`src/rtl/mips_cpu_lsu.sv`:
```
// MIPS load/store unit: one request per transaction, drives a byte-enabled
// word-aligned memory bus and returns extended/merged load data.
module mips_cpu_lsu #(
  parameter int unsigned TIMEOUT = 255
) (
  input  logic        clk,
  input  logic        rst,
  input  logic        req_valid,
  output logic        req_ready,
  input  logic [5:0]  req_opcode,
  input  logic [31:0] req_addr,
  input  logic [31:0] req_wdata,
  input  logic [31:0] req_rt_old,
  output logic        resp_valid,
  output logic [31:0] resp_rdata,
  output logic        resp_err,
  output logic [31:0] mem_address,
  output logic        mem_read,
  output logic        mem_write,
  output logic [3:0]  mem_byteenable,
  output logic [31:0] mem_writedata,
  input  logic        mem_waitrequest,
  input  logic [31:0] mem_readdata
);

  localparam logic [5:0] OP_LB  = 6'h20;
  localparam logic [5:0] OP_LH  = 6'h21;
  localparam logic [5:0] OP_LWL = 6'h22;
  localparam logic [5:0] OP_LW  = 6'h23;
  localparam logic [5:0] OP_LBU = 6'h24;
  localparam logic [5:0] OP_LHU = 6'h25;
  localparam logic [5:0] OP_LWR = 6'h26;
  localparam logic [5:0] OP_SB  = 6'h28;
  localparam logic [5:0] OP_SH  = 6'h29;
  localparam logic [5:0] OP_SW  = 6'h2B;

  typedef enum logic [1:0] {IDLE, ACCESS, RESP} state_t;

  state_t      state;
  logic [5:0]  op_q;
  logic [1:0]  off_q;
  logic [31:0] rt_q;
  logic [31:0] wait_cnt;

  logic [1:0]  off_in;
  logic [3:0]  be_in;
  logic [31:0] wd_in;
  logic        is_store;
  logic        req_ok;

  assign off_in = req_addr[1:0];

  // Request decode: lanes, store data and legality from the incoming request.
  always_comb begin
    be_in    = '0;
    wd_in    = '0;
    is_store = 1'b0;
    req_ok   = 1'b0;
    case (req_opcode)
      OP_LB, OP_LBU: begin
        be_in  = 4'b0001 << off_in;
        req_ok = 1'b1;
      end
      OP_LH, OP_LHU: begin
        be_in  = off_in[1] ? 4'b1100 : 4'b0011;
        req_ok = ~off_in[0];
      end
      OP_LW: begin
        be_in  = 4'b1111;
        req_ok = (off_in == 2'b00);
      end
      OP_LWL: begin
        case (off_in)
          2'd0:    be_in = 4'b0001;
          2'd1:    be_in = 4'b0011;
          2'd2:    be_in = 4'b0111;
          default: be_in = 4'b1111;
        endcase
        req_ok = 1'b1;
      end
      OP_LWR: begin
        be_in  = 4'b1111 << off_in;
        req_ok = 1'b1;
      end
      OP_SB: begin
        be_in    = 4'b0001 << off_in;
        wd_in    = {4{req_wdata[7:0]}};
        is_store = 1'b1;
        req_ok   = 1'b1;
      end
      OP_SH: begin
        be_in    = off_in[1] ? 4'b1100 : 4'b0011;
        wd_in    = {2{req_wdata[15:0]}};
        is_store = 1'b1;
        req_ok   = ~off_in[0];
      end
      OP_SW: begin
        be_in    = 4'b1111;
        wd_in    = req_wdata;
        is_store = 1'b1;
        req_ok   = (off_in == 2'b00);
      end
      default: ;
    endcase
  end

  logic [31:0] rd_shift;
  logic [7:0]  rd_byte;
  logic [15:0] rd_half;
  logic [4:0]  sh_lwl;
  logic [4:0]  sh_lwr;
  logic [31:0] load_data;

  assign rd_shift = mem_readdata >> {off_q, 3'b000};
  assign rd_byte  = rd_shift[7:0];
  assign rd_half  = off_q[1] ? mem_readdata[31:16] : mem_readdata[15:0];
  assign sh_lwl   = {~off_q, 3'b000};
  assign sh_lwr   = {off_q, 3'b000};

  always_comb begin
    load_data = '0;
    case (op_q)
      OP_LB:   load_data = {{24{rd_byte[7]}}, rd_byte};
      OP_LBU:  load_data = {24'h0, rd_byte};
      OP_LH:   load_data = {{16{rd_half[15]}}, rd_half};
      OP_LHU:  load_data = {16'h0, rd_half};
      OP_LW:   load_data = mem_readdata;
      OP_LWL:  load_data = (mem_readdata << sh_lwl) | (rt_q & ~(32'hFFFF_FFFF << sh_lwl));
      OP_LWR:  load_data = (mem_readdata >> sh_lwr) | (rt_q & ~(32'hFFFF_FFFF >> sh_lwr));
      default: load_data = '0;
    endcase
  end

  always_ff @(posedge clk) begin
    if (rst) begin
      state          <= IDLE;
      req_ready      <= 1'b1;
      resp_valid     <= 1'b0;
      resp_err       <= 1'b0;
      resp_rdata     <= '0;
      mem_read       <= 1'b0;
      mem_write      <= 1'b0;
      mem_byteenable <= '0;
      mem_address    <= '0;
      mem_writedata  <= '0;
      op_q           <= '0;
      off_q          <= '0;
      rt_q           <= '0;
      wait_cnt       <= '0;
    end else begin
      case (state)
        IDLE: begin
          if (req_valid) begin
            op_q      <= req_opcode;
            off_q     <= off_in;
            rt_q      <= req_rt_old;
            req_ready <= 1'b0;
            if (req_ok) begin
              state          <= ACCESS;
              mem_address    <= {req_addr[31:2], 2'b00};
              mem_byteenable <= be_in;
              mem_writedata  <= wd_in;
              mem_read       <= ~is_store;
              mem_write      <= is_store;
              wait_cnt       <= '0;
            end else begin
              state      <= RESP;
              resp_valid <= 1'b1;
              resp_err   <= 1'b1;
              resp_rdata <= '0;
            end
          end
        end
        ACCESS: begin
          if (!mem_waitrequest) begin
            state      <= RESP;
            mem_read   <= 1'b0;
            mem_write  <= 1'b0;
            resp_valid <= 1'b1;
            resp_err   <= 1'b0;
            resp_rdata <= mem_read ? load_data : '0;
          end else if (TIMEOUT != 0 && wait_cnt == TIMEOUT - 1) begin
            state      <= RESP;
            mem_read   <= 1'b0;
            mem_write  <= 1'b0;
            resp_valid <= 1'b1;
            resp_err   <= 1'b1;
            resp_rdata <= '0;
          end else begin
            wait_cnt <= wait_cnt + 32'd1;
          end
        end
        RESP: begin
          state      <= IDLE;
          resp_valid <= 1'b0;
          resp_err   <= 1'b0;
          req_ready  <= 1'b1;
        end
        default: state <= IDLE;
      endcase
    end
  end

endmodule

```
`config.mk`:
```
export PLATFORM = sky130hd
export DESIGN_NAME = mips_cpu_lsu
export DESIGN_NICKNAME = d
export VERILOG_FILES = /design/src/rtl/mips_cpu_lsu.sv
export SDC_FILE = /design/constraint.sdc
export NUM_CORES = 1
export LEC_CHECK = 0
export ABC_CLOCK_PERIOD_IN_PS = 4000
export CAP_MARGIN = 20
export CORE_ASPECT_RATIO = 2
export CORE_MARGIN = 4
export CORE_UTILIZATION = 40
export CTS_BUF_LIST = sky130_fd_sc_hd__clkbuf_4 sky130_fd_sc_hd__clkbuf_8
export CTS_CLUSTER_DIAMETER = 40
export DETAILED_ROUTE_END_ITERATION = 16
export GPL_TIMING_DRIVEN = 0
export MAX_ROUTING_LAYER = met4
export PLACE_DENSITY_LB_ADDON = 0.12
export SLEW_MARGIN = 5
export SYNTH_ARGS = -nofsm -noshare
export SYNTH_HDL_FRONTEND = slang
export SYNTH_SLANG_ARGS = --single-unit
```
`constraint.sdc`:
```
create_clock -name clk -period 4 [get_ports clk]
set_input_delay 0.8 -clock clk [delete_from_list [all_inputs] [get_ports clk]]
set_output_delay 0.8 -clock clk [all_outputs]
set_load 0.05 [all_outputs]
```
Run 1, M1 wires:
Cells faint in the background.
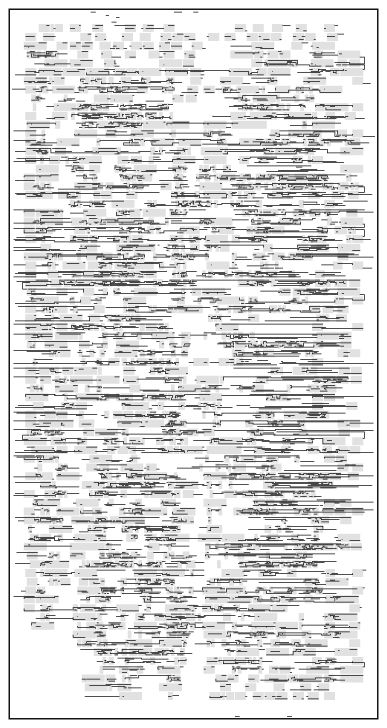
1397 nets have wire on it. The layer holds 32% of the routed length. The longest straight run is 42.3 microns. The wires run mostly horizontal. The layer carries 12100 microns of wire.

Run 1, metal 2:
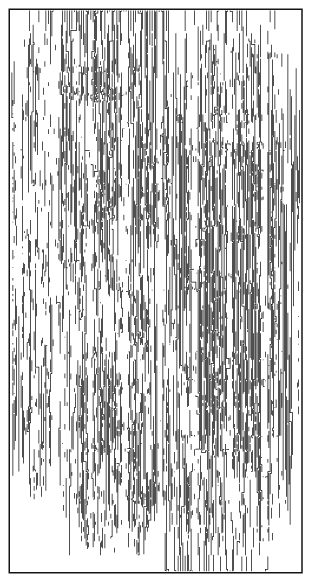
The layer carries 20.4 mm of wire. The layer holds 54% of the routed length. The wires run mostly vertical. 1274 nets have wire on it.
met2 Usage GRT: 57.2%
routed wire length: 37.6 mm
Vias: 9547

Run 1, M4 wires:
Cells faint in the background.
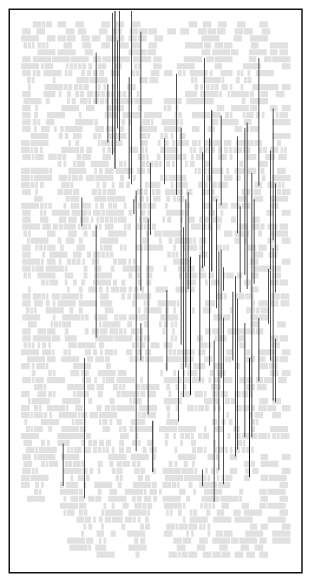
The longest straight run is 103 microns. The wires run mostly vertical.

==> results.toml, run 1 <==
# physical design summary
[worst_setup_path]
slowest_stage = "mux2i_1"
setup.worst_path.class = "primary input to register"
crit_fanout = 10
critical-path-top-delay-family = "buffers and inverters"
crit_required_ps = 4410
critical_path_arrival_ps = 3610
cp-start-kind = "primary input"
worstSetupStartpoint = "mem_readdata[7]"
critPathBufInv = 2
critPathCapture = "resp_rdata[29]$_SDFFE_PP0P_"
cp.depth = 7
cp_slowest_stage_delay_ps = 590
crit_top_cell = "mux2i_1"
r2r_end = "resp_rdata[29]$_SDFFE_PP0P_"

[cells_and_area]
nonClockInverterCount = 12
final_cell_mix = "239 x clkdlybuf4s50_1, 196 x nand2_1, 177 x dfxtp_1"
layout_top_cell = "clkdlybuf4s50_1"
logic_gates = 845
seq_cell_count = 177
seq-cell-share_pct = 29.3
flop_area_sq_mm = 0.00354
largestClassByArea = "combinational gates"
nets = 1524
comb_area_share_pct = 40.8
diodes = 1
drive_gt1_share_pct = 7.37
clkbuf_count = 18
num-nonclk-buffers = 331
n_fill_cell = 2161

[synth]
syn_avg_cell_area_sq_um = 7.92
synthMuxAreaShare_pct = 8.06
postSynthSeqShare_pct = 39.7
simple_gate_area_share_pct = 22.8
xor_share_pct = 1.28
ys_sh_adder_pct = 0.281
netlist_area_sq_mm = 0.00891
ys_sh_aoi_pct = 22.8
top_logic_kind = "simple AND/OR/NAND/NOR gates"
syn_inst = 1125
async_flop_share_pct = 0
ys_area_sq_mm = 0.00891
ys_warn_count = 0
ys_cells = 1125

[power]
p_comb_mw = 0.669
power.switching_mw = 1.14
netSwitchingFraction_pct = 29.7
pg_clk_mw = 1.36
seq-power_mw = 1.83
power_leader = "sequential cells"
combPwrFrac_pct = 17.4
vdd.ir_drop.worst_mv = 0.296
cellPowerDensity_mw_per_mm2 = 319
power_frac_seq_pct = 47.4

[grt]
grt_overflow = 0
grt_pass1_vias = 9908
use_met3_pct = 7.48
antenna_found_initial = 1
use_met1_pct = 26.6
grt_max_degree = 17
grt_pass1_wl_mm = 56.1

[sta]
drv_slew = 0
fmax_mhz = 313
hold_viol = 0
rsz0062_at_grt = "false"
finalSetupViolCount = 0
fin_crit_ps = 3200
layout_worst_path_cycle_share_pct = 80.0
skew_ps = 14.7
tightest_slew_ps = 962

[job]
warnings = 27

[cts]
hold_buffers = 0
postCtsSetupRepairBufs = 0
htree_levels = 4
cts_made_buffers = 17
clk_latency_ps = 510
clockRootBuffer = "clkbuf_8"
cts_resized = 0
clock-sinks = 177

[routing]
dr.pass1.iters = 5
viasPerCell = 5.70
wl_met3_mm = 2.26
drt_iter0_drc = 518
ant_nets = 0
wirelength_met1_mm = 12.1
drc_errors = 0
wl_met2_mm = 20.4
route.top_layer_used = "met4"

[placement]
hpwlAfterDp_mm = 29.7
globalplace.congestion = 1.07

[die]
tap_cells = 276
chip_area_sq_mm = 0.0249
fp.dieH_microns = 219

[worst_hold_path]
min_delay_path_depth = 2
holdPathEnd = "mem_writedata[0]$_SDFFE_PP0P_"
worstHoldStart = "mem_writedata[0]$_SDFFE_PP0P_"
hold_class = "register to register"

[run_status]
status = "finished clean"
[run 1: cells in the mapped netlist, types with 6 or more instances]
library cell / instances / area, sq um
nand2_1: 196 / 736
dfxtp_1: 177 / 3540
a21oi_1: 166 / 831
nor2_1: 91 / 342
clkbuf_1: 51 / 191
mux2i_1: 47 / 470
nor3_1: 31 / 155
nand3_1: 29 / 145
buf_2: 28 / 140
a22o_1: 24 / 210
a211oi_1: 23 / 173
mux2_2: 22 / 248
nor2b_1: 17 / 106
o21ai_0: 16 / 80.1
a221oi_1: 13 / 114
nand4_1: 13 / 81.3
xnor2_1: 13 / 114
inv_1: 11 / 41.3
o211ai_1: 10 / 75.1
or3_1: 10 / 62.6
buf_1: 9 / 33.8
o22ai_1: 9 / 56.3
and3_1: 8 / 50.1
o2111ai_1: 8 / 70.1
o2bb2ai_1: 8 / 70.1
and2_1: 7 / 43.8
nand2b_1: 7 / 43.8
a22oi_1: 6 / 45.0
o221ai_1: 6 / 52.6
[run 1: per-stage QoR]
step | setup slack (ps) | power [mW] | cell area [sq um] | instances | hold slack (ps)
floorplan | 1580 | 2.20 | 8920 | 1126 | 436
global placement | 370 | 2.53 | 11700 | 1641 | 439
detailed placement | 364 | 2.53 | 11700 | 1641 | 446
CTS | 930 | 3.88 | 12100 | 1673 | 457
global route | 738 | 4.00 | 12100 | 1674 | 481
finish | 801 | 3.85 | 12100 | 1674 | 452
[run 1: state kept, by name, summed over array words and instances (netlist names)]
register,flops
op_q,6
mem_read,1
req_ready,1
resp_rdata,32
state,2
resp_valid,1
mem_writedata,32
mem_write,1
resp_err,1
mem_address,30
rt_q,32
off_q,2
mem_byteenable,4
wait_cnt,32
==> run 2, diff against run 1 <==
ABC_CLOCK_PERIOD_IN_PS = 3000   (was 4000)
clock period = 3 ns   (was 4 ns; I/O delays follow)
Run 2, M4 wires:
Cells faint in the background.
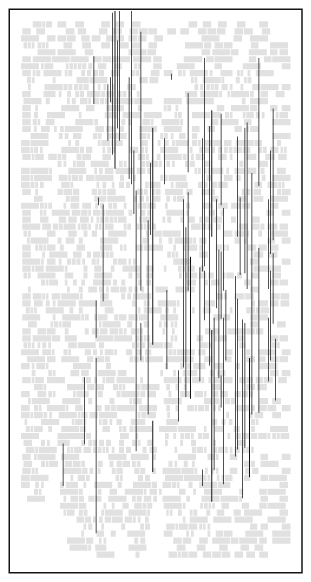
Vias: 9578
routed wire length: 37.5 mm

Run 2, local utilization:
Scale bar: 20 microns. 11 x 22 tiles, from dark blue (low) to red (high), 0 to 100% covered.
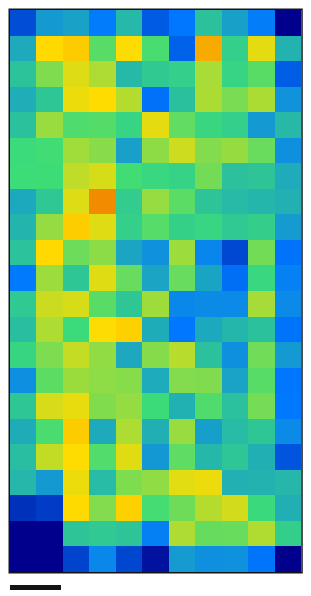
The fullest tile reaches 84%. 4.1% of the tiles are over 75% full. 2.5% of the tiles are nearly empty. The mean over all tiles is 47%.
Final Util: 54.8%
core footprint: 0.0221 sq mm
FP Core Util: 40.4%

==> run 2 against run 1 <==
  * The flow now finishes with violations (setup timing)
  * First-iteration DRC count is 10% higher
  * Setup slack got worse by 810 ps
  * Clock-buffer cell count did not move
  * Sequential share of layout area about the same
  * Routed wire length hardly changed
  * Combinational power increased by 33%
  * Critical endpoint unchanged
==> results.toml, run 2 <==
# physical design summary
[grt]
grt_overflow = 0
grt_pass1_wl_mm = 56.1
antenna_found_initial = 1
grt_pass1_vias = 9908
grt_max_degree = 17
use_met3_pct = 7.48

[cts]
clk_latency_ps = 510
clockRootBuffer = "clkbuf_8"
htree_levels = 4
hold_buffers = 0
clock-sinks = 177

[synth]
yosysTopAreaCell = "dfxtp_1"
syn_inst = 1125
ys_top_cells_by_count = "196 x nand2_1, 177 x dfxtp_1, 166 x a21oi_1, 91 x nor2_1, 51 x clkbuf_1"
postSynthSeqShare_pct = 39.7
synth_top_area_share_pct = 39.7
async_flop_share_pct = 0
ys_cells = 1125
area_leaders = "dfxtp_1 40%, a21oi_1 9.3%, nand2_1 8.3%"
netlist_area_sq_mm = 0.00891

[die]
fp.dieH_microns = 219
chip_area_sq_mm = 0.0249

[power]
power.switching_mw = 1.53
power_mw = 5.14
power_leader = "sequential cells"
vdd.ir_drop.worst_mv = 0.399
seq-power_mw = 2.44
netSwitchingFraction_pct = 29.7
pg_clk_mw = 1.81
cellPowerDensity_mw_per_mm2 = 425

[routing]
wl_met3_mm = 2.32
drc_errors = 0
wl_met2_mm = 20.2
dr.pass1.iters = 5
route.top_layer_used = "met4"
wirelength_met1_mm = 12.0

[worst_setup_path]
setup.worst_path.class = "primary input to register"
cp_slowest_stage_delay_ps = 590
crit_required_ps = 3410
cp.depth = 7
r2r_end = "resp_rdata[29]$_SDFFE_PP0P_"
cp-start-kind = "primary input"
crit_fanout = 10
slowest_stage = "mux2i_1"
crit_top_cell = "mux2i_1"

[run_status]
status = "complete, but fails checks"
violations = "setup timing"

[sta]
fin_crit_ps = 3010
rsz0062_at_grt = "false"
timing.final.ws_setup_ps = -10.9
finalSetupViolCount = 1
fin_hold_ws_ps = 452
skew_ps = 16.0
hold_viol = 0
fmax_mhz = 332
drv_slew = 0

[placement]
globalplace.congestion = 1.07
preCtsSetupSlack_ps = -436
place_area_sq_mm = 0.0117
placed_cells = 1641

[cells_and_area]
fin_cells = 1674
layout_top_cell = "clkdlybuf4s50_1"
drive_gt1_share_pct = 7.44
finalInstanceArea_sq_mm = 0.0121
nets = 1524
final_cell_mix = "239 x clkdlybuf4s50_1, 196 x nand2_1, 177 x dfxtp_1"

[job]
warnings = 27
## run 2: timing repair
| item | in CTS | in global routing |
|---|---|---|
| setup endpoints to repair | 0 | 18 |
| setup buffers | 0 | 0 |
| resized | 0 | 2 |
## run 2: kinds of logic (layout without fill, tap and decap cells)
| logic type | Yosys count | count (layout) | share of synthesized area (%) |
|---|---|---|---|
| AND-OR/OR-AND | 319 | 319 | 22.8 |
| XOR/XNOR | 13 | 13 | 1.28 |
| adder cells (fa/ha/maj) | 2 | 2 | 0.281 |
| buffers and inverters | 104 | 375 | 4.98 |
| flip-flops | 177 | 177 | 39.7 |
| multiplexers | 69 | 69 | 8.06 |
| other | 1 | 3 | 0.0421 |
| AND/OR/NAND/NOR | 440 | 440 | 22.8 |
## run 2: worst min-delay path by stage
stage	start	slack (ps)	end	cells past startpoint
finish	mem_writedata[0]$_SDFFE_PP0P_	450	mem_writedata[0]$_SDFFE_PP0P_	2
floorplan	rt_q[0]$_SDFFE_PP0P_	440	rt_q[0]$_SDFFE_PP0P_	2
global placement	mem_writedata[1]$_SDFFE_PP0P_	440	mem_writedata[1]$_SDFFE_PP0P_	2
global route	mem_address[9]$_SDFFE_PP0P_	480	mem_address[9]$_SDFFE_PP0P_	2
detailed placement	mem_address[20]$_SDFFE_PP0P_	450	mem_address[20]$_SDFFE_PP0P_	2
CTS	mem_writedata[0]$_SDFFE_PP0P_	460	mem_writedata[0]$_SDFFE_PP0P_	2
## run 2: area by class of cell
type / instances / area, sq um / area share, %
antenna: 1 / 2.50 / 0.0207
buffer: 92 / 399 / 3.30
clock buffer: 18 / 241 / 2.00
clock inverter: 14 / 180 / 1.49
inverter: 12 / 45.0 / 0.373
multi-input combinational: 845 / 4940 / 40.9
sequential: 177 / 3540 / 29.3
tap: 276 / 345 / 2.86
timing repair buffer: 239 / 2390 / 19.8
Power is estimated from default activity; no workload was simulated.
